--- config.mk ---
export PLATFORM = sky130hd
export DESIGN_NAME = tone_decoder
export DESIGN_NICKNAME = d
export VERILOG_FILES = /design/src/rtl/tone_pkg.sv /design/src/rtl/tone_edge_sync.sv /design/src/rtl/tone_decoder.sv
export SDC_FILE = /design/constraint.sdc
export NUM_CORES = 1
export LEC_CHECK = 0
export ABC_AREA = 0
export ABC_CLOCK_PERIOD_IN_PS = 13200
export CORE_MARGIN = 1.5
export CORE_UTILIZATION = 50
export CTS_CLUSTER_SIZE = 28
export DETAILED_ROUTE_END_ITERATION = 10
export HOLD_SLACK_MARGIN = 0.1
export PLACE_DENSITY = 0.67
export SLEW_MARGIN = 10
export SYNTH_ARGS = -nofsm -noshare
export SYNTH_HDL_FRONTEND = slang
export SYNTH_HIERARCHICAL = 1
export SYNTH_SLANG_ARGS = --single-unit
--- constraint.sdc ---
create_clock -name clk -period 13.2 [get_ports clk]
set_input_delay 1.98 -clock clk [delete_from_list [all_inputs] [get_ports clk]]
set_output_delay 1.98 -clock clk [all_outputs]
set_load 0.02 [all_outputs]
--- src/rtl/tone_pkg.sv ---
// Shared types and constants for the tone decoder: FSM states, counter
// width, the eight note half-period centers and the seven-segment table.
package tone_pkg;

  localparam int CNT_W = 13;

  typedef enum logic [1:0] {
    SILENT  = 2'd0,
    ACQUIRE = 2'd1,
    LOCKED  = 2'd2
  } state_t;

  // Half-period center in clocks for note index 1..8 (C3 .. C4).
  function automatic logic [CNT_W-1:0] note_center(input logic [3:0] idx);
    logic [CNT_W-1:0] c;
    c = '0;
    case (idx)
      4'd1: c = 13'd1911;
      4'd2: c = 13'd1704;
      4'd3: c = 13'd1518;
      4'd4: c = 13'd1433;
      4'd5: c = 13'd1277;
      4'd6: c = 13'd1137;
      4'd7: c = 13'd1013;
      4'd8: c = 13'd957;
      default: c = '0;
    endcase
    return c;
  endfunction

  // Seven-segment pattern, bit order {s1..s7}; index 0 (no note) is blank.
  function automatic logic [6:0] seg_pattern(input logic [3:0] idx);
    logic [6:0] p;
    p = 7'b0000000;
    case (idx)
      4'd1: p = 7'b0110000;
      4'd2: p = 7'b1101101;
      4'd3: p = 7'b1111001;
      4'd4: p = 7'b0110011;
      4'd5: p = 7'b1011011;
      4'd6: p = 7'b1011111;
      4'd7: p = 7'b1110000;
      4'd8: p = 7'b1111111;
      default: p = 7'b0000000;
    endcase
    return p;
  endfunction

endpackage

--- src/rtl/tone_edge_sync.sv ---
// Brings the asynchronous tone input into the clk domain and flags either
// edge. The flag is combinational off the last two flops, so the decoder
// acts on it at the third clk edge after tone_in changes.
module tone_edge_sync (
  input  logic clk,
  input  logic resetn,
  input  logic tone_in,
  output logic edge_pulse
);

  logic sync1_reg;
  logic sync2_reg;
  logic prev_reg;

  // Two-flop synchronizer followed by one delay flop for edge detection.
  always_ff @(posedge clk) begin
    if (!resetn) begin
      sync1_reg <= 1'b0;
      sync2_reg <= 1'b0;
      prev_reg  <= 1'b0;
    end else begin
      sync1_reg <= tone_in;
      sync2_reg <= sync1_reg;
      prev_reg  <= sync2_reg;
    end
  end

  assign edge_pulse = sync2_reg ^ prev_reg;

endmodule

--- src/rtl/tone_decoder.sv ---
// Piezo tone decoder: measures the time between tone edges, classifies it
// against eight note half-periods and locks a note after CONFIRM_CNT
// consecutive matches. Optional macro TONE_PERIOD_OUT_EN adds a
// half_period output carrying the last classified measurement.
module tone_decoder
  import tone_pkg::*;
#(
  parameter int CONFIRM_CNT = 4,
  parameter int TOL         = 16,
  parameter int TIMEOUT     = 4095
) (
  input  logic             clk,
  input  logic             resetn,
  input  logic             tone_in,
  output logic [3:0]       note,
  output logic             note_valid,
  output logic [6:0]       seg
`ifdef TONE_PERIOD_OUT_EN
  ,
  output logic [CNT_W-1:0] half_period
`endif
);

  localparam int MW = $clog2(CONFIRM_CNT + 1);
  localparam logic [MW-1:0]    CONFIRM_W = MW'(CONFIRM_CNT);
  localparam logic [CNT_W-1:0] TIMEOUT_W = CNT_W'(TIMEOUT);
  localparam logic [CNT_W:0]   TOL_W     = (CNT_W + 1)'(TOL);

  logic             edge_pulse;
  logic [CNT_W-1:0] p_reg;
  logic [CNT_W-1:0] meas;
  logic             timeout;
  logic [7:0]       hit;
  logic [3:0]       class_idx;
  logic [3:0]       class_eff;

  state_t           state_reg, state_next;
  logic [3:0]       cand_reg, cand_next;
  logic [MW-1:0]    match_reg, match_next;
  logic [3:0]       note_reg, note_next;
  logic [6:0]       seg_reg, seg_next;

  tone_edge_sync u_sync (
    .clk        (clk),
    .resetn     (resetn),
    .tone_in    (tone_in),
    .edge_pulse (edge_pulse)
  );

  // Gap counter: cleared by each edge, saturates at TIMEOUT during silence.
  always_ff @(posedge clk) begin
    if (!resetn)
      p_reg <= '0;
    else if (edge_pulse)
      p_reg <= '0;
    else if (p_reg != TIMEOUT_W)
      p_reg <= p_reg + CNT_W'(1);
  end

  // P holds clocks elapsed after the clearing edge, so the edge-to-edge gap
  // including the current clock is P + 1.
  assign meas    = p_reg + CNT_W'(1);
  assign timeout = (p_reg == TIMEOUT_W);

  // One window comparator per note; bit gi flags a match to note gi+1.
  generate
    for (genvar gi = 0; gi < 8; gi++) begin : g_win
      localparam logic [CNT_W:0] CENTER = {1'b0, note_center(4'(gi + 1))};
      assign hit[gi] = ({1'b0, meas} + TOL_W >= CENTER) &&
                       ({1'b0, meas} <= CENTER + TOL_W);
    end
  endgenerate

  // Priority encode the window hits; the lowest note index wins.
  always_comb begin
    class_idx = 4'd0;
    for (int i = 7; i >= 0; i--) begin
      if (hit[i]) class_idx = 4'(i + 1);
    end
  end

  // An edge coinciding with the timeout carries a meaningless gap.
  assign class_eff = timeout ? 4'd0 : class_idx;

  // State and output registers.
  always_ff @(posedge clk) begin
    if (!resetn) begin
      state_reg <= SILENT;
      cand_reg  <= '0;
      match_reg <= '0;
      note_reg  <= '0;
      seg_reg   <= '0;
    end else begin
      state_reg <= state_next;
      cand_reg  <= cand_next;
      match_reg <= match_next;
      note_reg  <= note_next;
      seg_reg   <= seg_next;
    end
  end

  // Next-state logic: edges first, then timeout, then a pending lock.
  always_comb begin
    state_next = state_reg;
    cand_next  = cand_reg;
    match_next = match_reg;
    note_next  = note_reg;
    seg_next   = seg_reg;
    if (edge_pulse) begin
      case (state_reg)
        SILENT: begin
          state_next = ACQUIRE;
          cand_next  = '0;
          match_next = '0;
        end
        ACQUIRE: begin
          // A lock confirmed on the previous clock is committed even if an
          // edge arrives right now, so the confirmation is never lost.
          if (match_reg == CONFIRM_W) begin
            note_next = cand_reg;
            seg_next  = seg_pattern(cand_reg);
          end
          if (match_reg == CONFIRM_W && class_eff == cand_reg) begin
            state_next = LOCKED;
          end else if (class_eff == cand_reg && class_eff != 4'd0) begin
            match_next = match_reg + MW'(1);
          end else begin
            cand_next  = class_eff;
            match_next = (class_eff != 4'd0) ? MW'(1) : '0;
          end
        end
        LOCKED: begin
          if (class_eff != note_reg) begin
            state_next = ACQUIRE;
            cand_next  = class_eff;
            match_next = (class_eff != 4'd0) ? MW'(1) : '0;
          end
        end
        default: state_next = SILENT;
      endcase
    end else if (timeout) begin
      state_next = SILENT;
      cand_next  = '0;
      match_next = '0;
      note_next  = '0;
      seg_next   = '0;
    end else if (state_reg == ACQUIRE && match_reg == CONFIRM_W) begin
      state_next = LOCKED;
      note_next  = cand_reg;
      seg_next   = seg_pattern(cand_reg);
    end
  end

`ifdef TONE_PERIOD_OUT_EN
  logic [CNT_W-1:0] half_period_reg;

  // Capture the measured gap on every classified edge.
  always_ff @(posedge clk) begin
    if (!resetn)
      half_period_reg <= '0;
    else if (edge_pulse && state_reg != SILENT)
      half_period_reg <= meas;
  end

  assign half_period = half_period_reg;
`endif

  assign note       = note_reg;
  assign seg        = seg_reg;
  assign note_valid = (note_reg != 4'd0);

endmodule

==> changes_impl.md, run 1 <==
## Implementation

* Outcome: finished clean
* Remaining DRCs at 0
* Length of the first detailed-routing pass in iterations at 5
* Number of buffers inserted by port buffering at 14
* CP Depth at 22
* Async SR Flop Fraction at 0
* Total Routing Usage GR at 0.291
* Num CTS Buffers at 5
* Nets at 549
* Initial antenna violation count at 0
* Slew @ Worst Pin at 0.890 ns
* XOR Share, Synth at 0.0460
* Final ANT Viol Nets at 0
* Placed cell count at 627
* Synthesized cell area at 4160 sq um
* Area Growth Syn to Fin at 6.35%
* Final Max Tran Viols at 0
* Logic pwr share at 0.089
* CP top delay family: AND-OR/OR-AND gates
* Internal at 216 uW
* Root buf cell: clkbuf_8
* Setup TNS at 0 ns
* Reg2reg path depth at 22
* Worst Min Path Start: u_sync/sync1_reg
* YS chip area at 4160 sq um
* Synthesized Nets at 557
* First-pass GRT wire length at 20,100 um
* Met2 WL post-DR at 6160 um
* Pwr/cell area at 63.9 nW/um^2
* Global placer's final weighted congestion at 0.933
* Syn_area_per_cell at 7.75 sq um
* Longest Clk Path Bufs at 2
* Yosys aoi share at 0.272
* Site Rows at 33
* Vias/cell at around 6.6
* Commonest Layout Cell: nand2_1
* Combinational power at 25.0 uW
* Comb/total area at 0.691
* Global route hottest layer: met2
* Fraction of layout cells with a size suffix above 1 at 0.0792
* Tool warnings at 38
* Total power at 283 uW
* Post-synth EDFFs at 0
* Worst-case vdd ir drop at 74.7 uV
* Yosys cell types at roughly 86
* Largest Pwr Group: registers
* Placed cell areas at 4290 sq um
* Max Cap Viol at 0
* Die Y at around 94 um
* Yosys cell count at 537
* Synth cell count leaders: nand2_1, dfxtp_1, a21oi_1, nand3_1, inv_1
* Placeable Area at 8130 sq um
* Max incr delay on CP at 0.69 ns
* Inverters at 22
* Most frequent cells in the layout: nand2_1, dfxtp_1, a21oi_1
* CLK BUF at 5
* Crit-path max FO at 18
* Reg area at 861 sq um
* Max-slew headroom at 0.405
* Pin count of the biggest net entering global routing at 20
* Resized Gates After CTS at 0
* Flop2flop setup slack at 5.75 ns
* Iteration-0 DRC Markers at 385
* CTS tree: built
* Hold Path Cell Cnt at 1
* P_leak at around 0.0016 uW
* CTS Sinks at 43
* Critical-path top delay cell: ha_1
* Top-area cell type share of the netlist area at 0.207
* Top Layer Used: met4
* Die width at 94.2 um
* Dominant class by area: combinational gates
* Met1 Usage GRT at 0.338
* IO Count at 15
* Flops at 43
* Simple-Gate Fraction of Synth Area at 0.304
* Reg2reg start: p_reg[1]
* Period utilization at 0.564
* Hold EP: u_sync/sync2_reg
* Post-layout util at 0.544
* Minimum clock period at 7.45 ns
* Vias in the first global route at 3,943
* Cells after Synth at about 540
Fig. 1: run 1, signal wires on met2
Cells faint in the background.
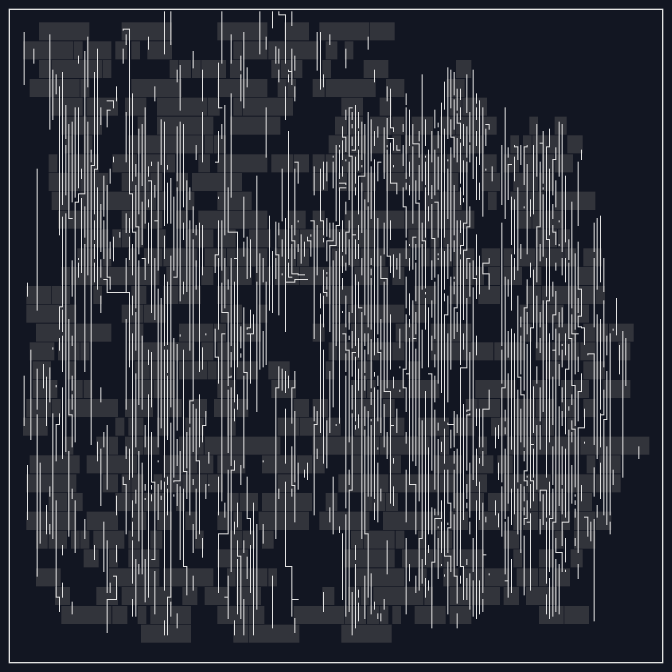
nets with wire on the layer = 468
share of all routed wire = 49%
wire length on this layer = 6,160 um
main direction = vertical
longest straight run = 43.0 um
vias after detailed routing: 4,197
met2 Usage GRT: 0.518
final wirelength: 12,500 um

Fig. 2: run 1, logic cells by family
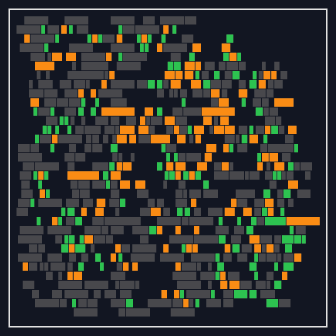
aoi and oai cells -> orange  # cells 117, where widely spread
nand cells -> green  # cells 127, where widely spread

Fig. 3: run 1, clock network drawn from the DEF
The bar under the picture is 20 um long.
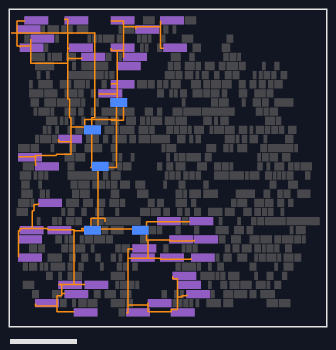
clock wires -> orange  # length 537 um
clock-net drivers -> blue  # count 5
flip-flops -> purple  # count 43
routed clock nets = 6
clock network power: 123 uW
Insertion Delay late pin: 0.30 ns
Worst Skew: 0.00991 ns
clock network fraction of design power: 0.435

Fig. 4: run 1, placed cells, one colour a class
The bar under the picture is 20 um long.
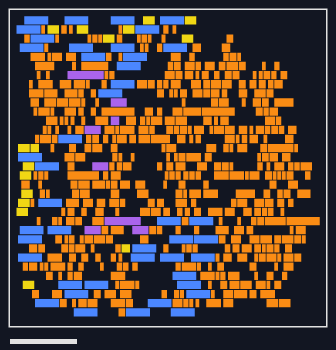

--- run 2 (diff from run 1) ---
--- a/config.mk
+++ b/config.mk
@@ -6,7 +6,7 @@
 export NUM_CORES = 1
 export LEC_CHECK = 0
 export ABC_AREA = 0
-export ABC_CLOCK_PERIOD_IN_PS = 13200
+export ABC_CLOCK_PERIOD_IN_PS = 7400
 export CORE_MARGIN = 1.5
 export CORE_UTILIZATION = 50
 export CTS_CLUSTER_SIZE = 28
==> constraint.sdc (replaced) <==
create_clock -name clk -period 7.4 [get_ports clk]
set_input_delay 1.11 -clock clk [delete_from_list [all_inputs] [get_ports clk]]
set_output_delay 1.11 -clock clk [all_outputs]
set_load 0.02 [all_outputs]
Fig. 5: run 2, placed cells, one colour a class
The bar under the picture is 20 um long.
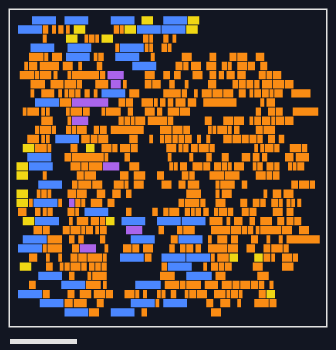
remaining logic cells -> orange  # cells 463, share of their area 73%
clock drivers and dummy loads -> purple  # cells 8, share of their area 2.6%
registers -> blue  # cells 43, share of their area 20%
remaining buffers and delay cells -> yellow  # cells 19, share of their area 4.1%

Fig. 6: run 2, signal wires on met2
Cells faint in the background.
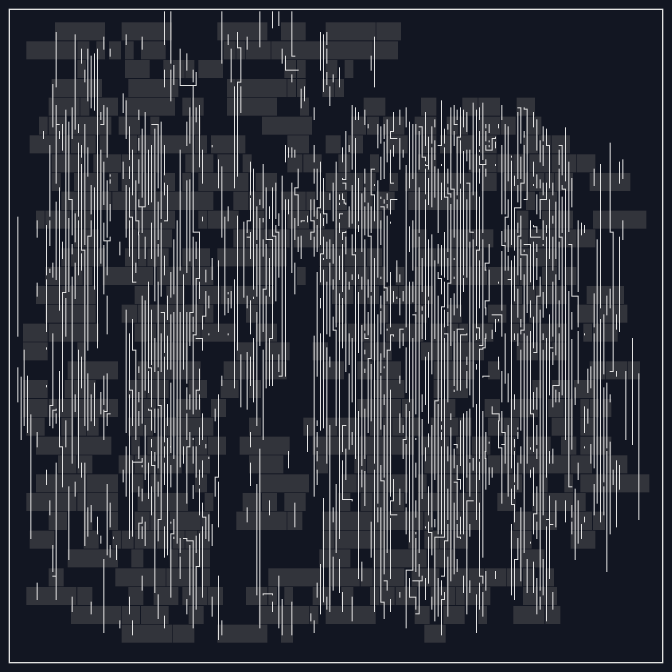
nets with wire on the layer = 479
longest straight run = 46.6 um
share of all routed wire = 48%
vias after detailed routing: 4,219
final wirelength: 12,500 um
met2 Usage GRT: 0.501

==> run 2 against run 1 <==
Worst setup slack lost 5.2 ns. Clock skew grew 0.0015 ns. Synthesized cell count is the same. Combinational power grew 78%. Power grew 66%. Sequential power grew 79%. Register-to-register slack lost 5.2 ns. Critical path type unchanged. Highest routed layer unchanged.
==> changes_impl.md, run 2 <==
## Implementation

* Crit-path max FO at 17 (-1)
* Post-synth EDFFs at 0 (unchanged)
* Initial antenna violation count at 0 (unchanged)
* Vias in the first global route at 4,028 (+2.2%)
* Met2 WL post-DR at 6030 um (-2.0%)
* Max Cap Viol at 0 (unchanged)
* P_leak at 0.00161 uW (+0.75%)
* Area Growth Syn to Fin at 6.56%
* Site Rows at 33 (unchanged)
* Num CTS Buffers at 5 (unchanged)
* Largest Pwr Group: registers
* Internal at 352 uW (+63%)
* First-pass GRT wire length at 20,400 um (+1.2%)
* Die width at 94.2 um (unchanged)
* Slew @ Worst Pin at 0.929 ns (+0.0395 ns)
* Setup TNS at 0 ns (unchanged)
* Commonest Layout Cell: nand2_1
* Die Y at 94.2 um (unchanged)
* Fraction of layout cells with a size suffix above 1 at 0.0901 (+0.0108)
* Placed cell areas at 4310 sq um (+0.53%)
* Tool warnings at 38 (unchanged)
* Yosys cell types at 86 (unchanged)
* Most frequent cells in the layout: nand2_1, dfxtp_1, a21oi_1
* Critical-path top delay cell: dfxtp_1
* Reg area at 863 sq um (+0.29%)
* Reg2reg start: p_reg[0]
* Global route hottest layer: met2
* Placed cell count at 630 (+0.48%)
* Longest Clk Path Bufs at 2 (unchanged)
* IO Count at 15 (unchanged)
* Hold Path Cell Cnt at 1 (unchanged)
* XOR Share, Synth at 0.0460 (unchanged)
* Minimum clock period at 6.84 ns (-0.605 ns)
* Worst-case vdd ir drop at 89.1 uV (+19%)
* Pin count of the biggest net entering global routing at 19 (-5.0%)
* Clock network fraction of design power at 0.392 (-0.043)
* Resized Gates After CTS at 0 (unchanged)
* Syn_area_per_cell at 7.75 sq um (unchanged)
* Pre-CTS setup slack at about 0.67 ns
* WP data arrival at 7.06 ns
* Synth cell count leaders: nand2_1, dfxtp_1, a21oi_1, nand3_1, inv_1
* Worst Min Path Start: u_sync/sync1_reg
* Remaining DRCs at 0 (unchanged)
* Logic pwr share at 0.095 (+0.006)
* CLK BUF at 5 (unchanged)
* Synthesized Nets at 557 (unchanged)
* Chip area at 8880 sq um
* Async SR Flop Fraction at 0 (unchanged)
* Comb/total area at 0.692 (about the same)
* Total power at 470 uW (+66%)
* CP Depth at 23 (+4.5%)
* Combinational power at 44.6 uW (+78%)
* Worst Setup SP: p_reg[0]
* Period utilization at 0.924 (+0.360)
* Worst setup path class: flop to flop
* Nets at 552 (+0.55%)
* Iteration-0 DRC Markers at 329 (-15%)
* Reg clk slew, reported paths at 0.09 ns
* Clock network power at 185 uW (+50%)
* Synthesized cell area at 4160 sq um (unchanged)
* Length of the first detailed-routing pass in iterations at 5 (unchanged)
* Flop2flop setup slack at 0.56 ns (-5.20 ns)
* Pwr/cell area at 106 nW/um^2 (+66%)
* Max-slew headroom at 0.378 (-0.0264)
* Max incr delay on CP at 0.72 ns (+0.03 ns)
* YS chip area at 4160 sq um (unchanged)
* Final Max Tran Viols at 0 (unchanged)
* Placeable Area at 8130 sq um (unchanged)
* Top Layer Used: met4
* Insertion Delay late pin at 0.30 ns (about the same)
* Inverters at 22 (unchanged)
* Total Routing Usage GR at 0.294 (+0.00232)
* CTS Sinks at 43 (unchanged)
* Cells after Synth at 537 (unchanged)
* Outcome: finished clean
* Number of buffers inserted by port buffering at 14 (unchanged)
* Global placer's final weighted congestion at 0.990 (+6.1%)
* Dominant class by area: combinational gates
* Simple-Gate Fraction of Synth Area at 0.304 (unchanged)
* Worst Skew at 0.0114 ns (+0.00151 ns)
* CTS tree: built
* HP Class: flop to flop
* Vias/cell at 6.61 (about the same)
* CP top delay family: simple AND/OR/NAND/NOR gates
* Met1 Usage GRT at 0.361 (+0.0228)
* Root buf cell: clkbuf_8
* Yosys cell count at 537 (unchanged)
Power and IR drop assume default switching activity.
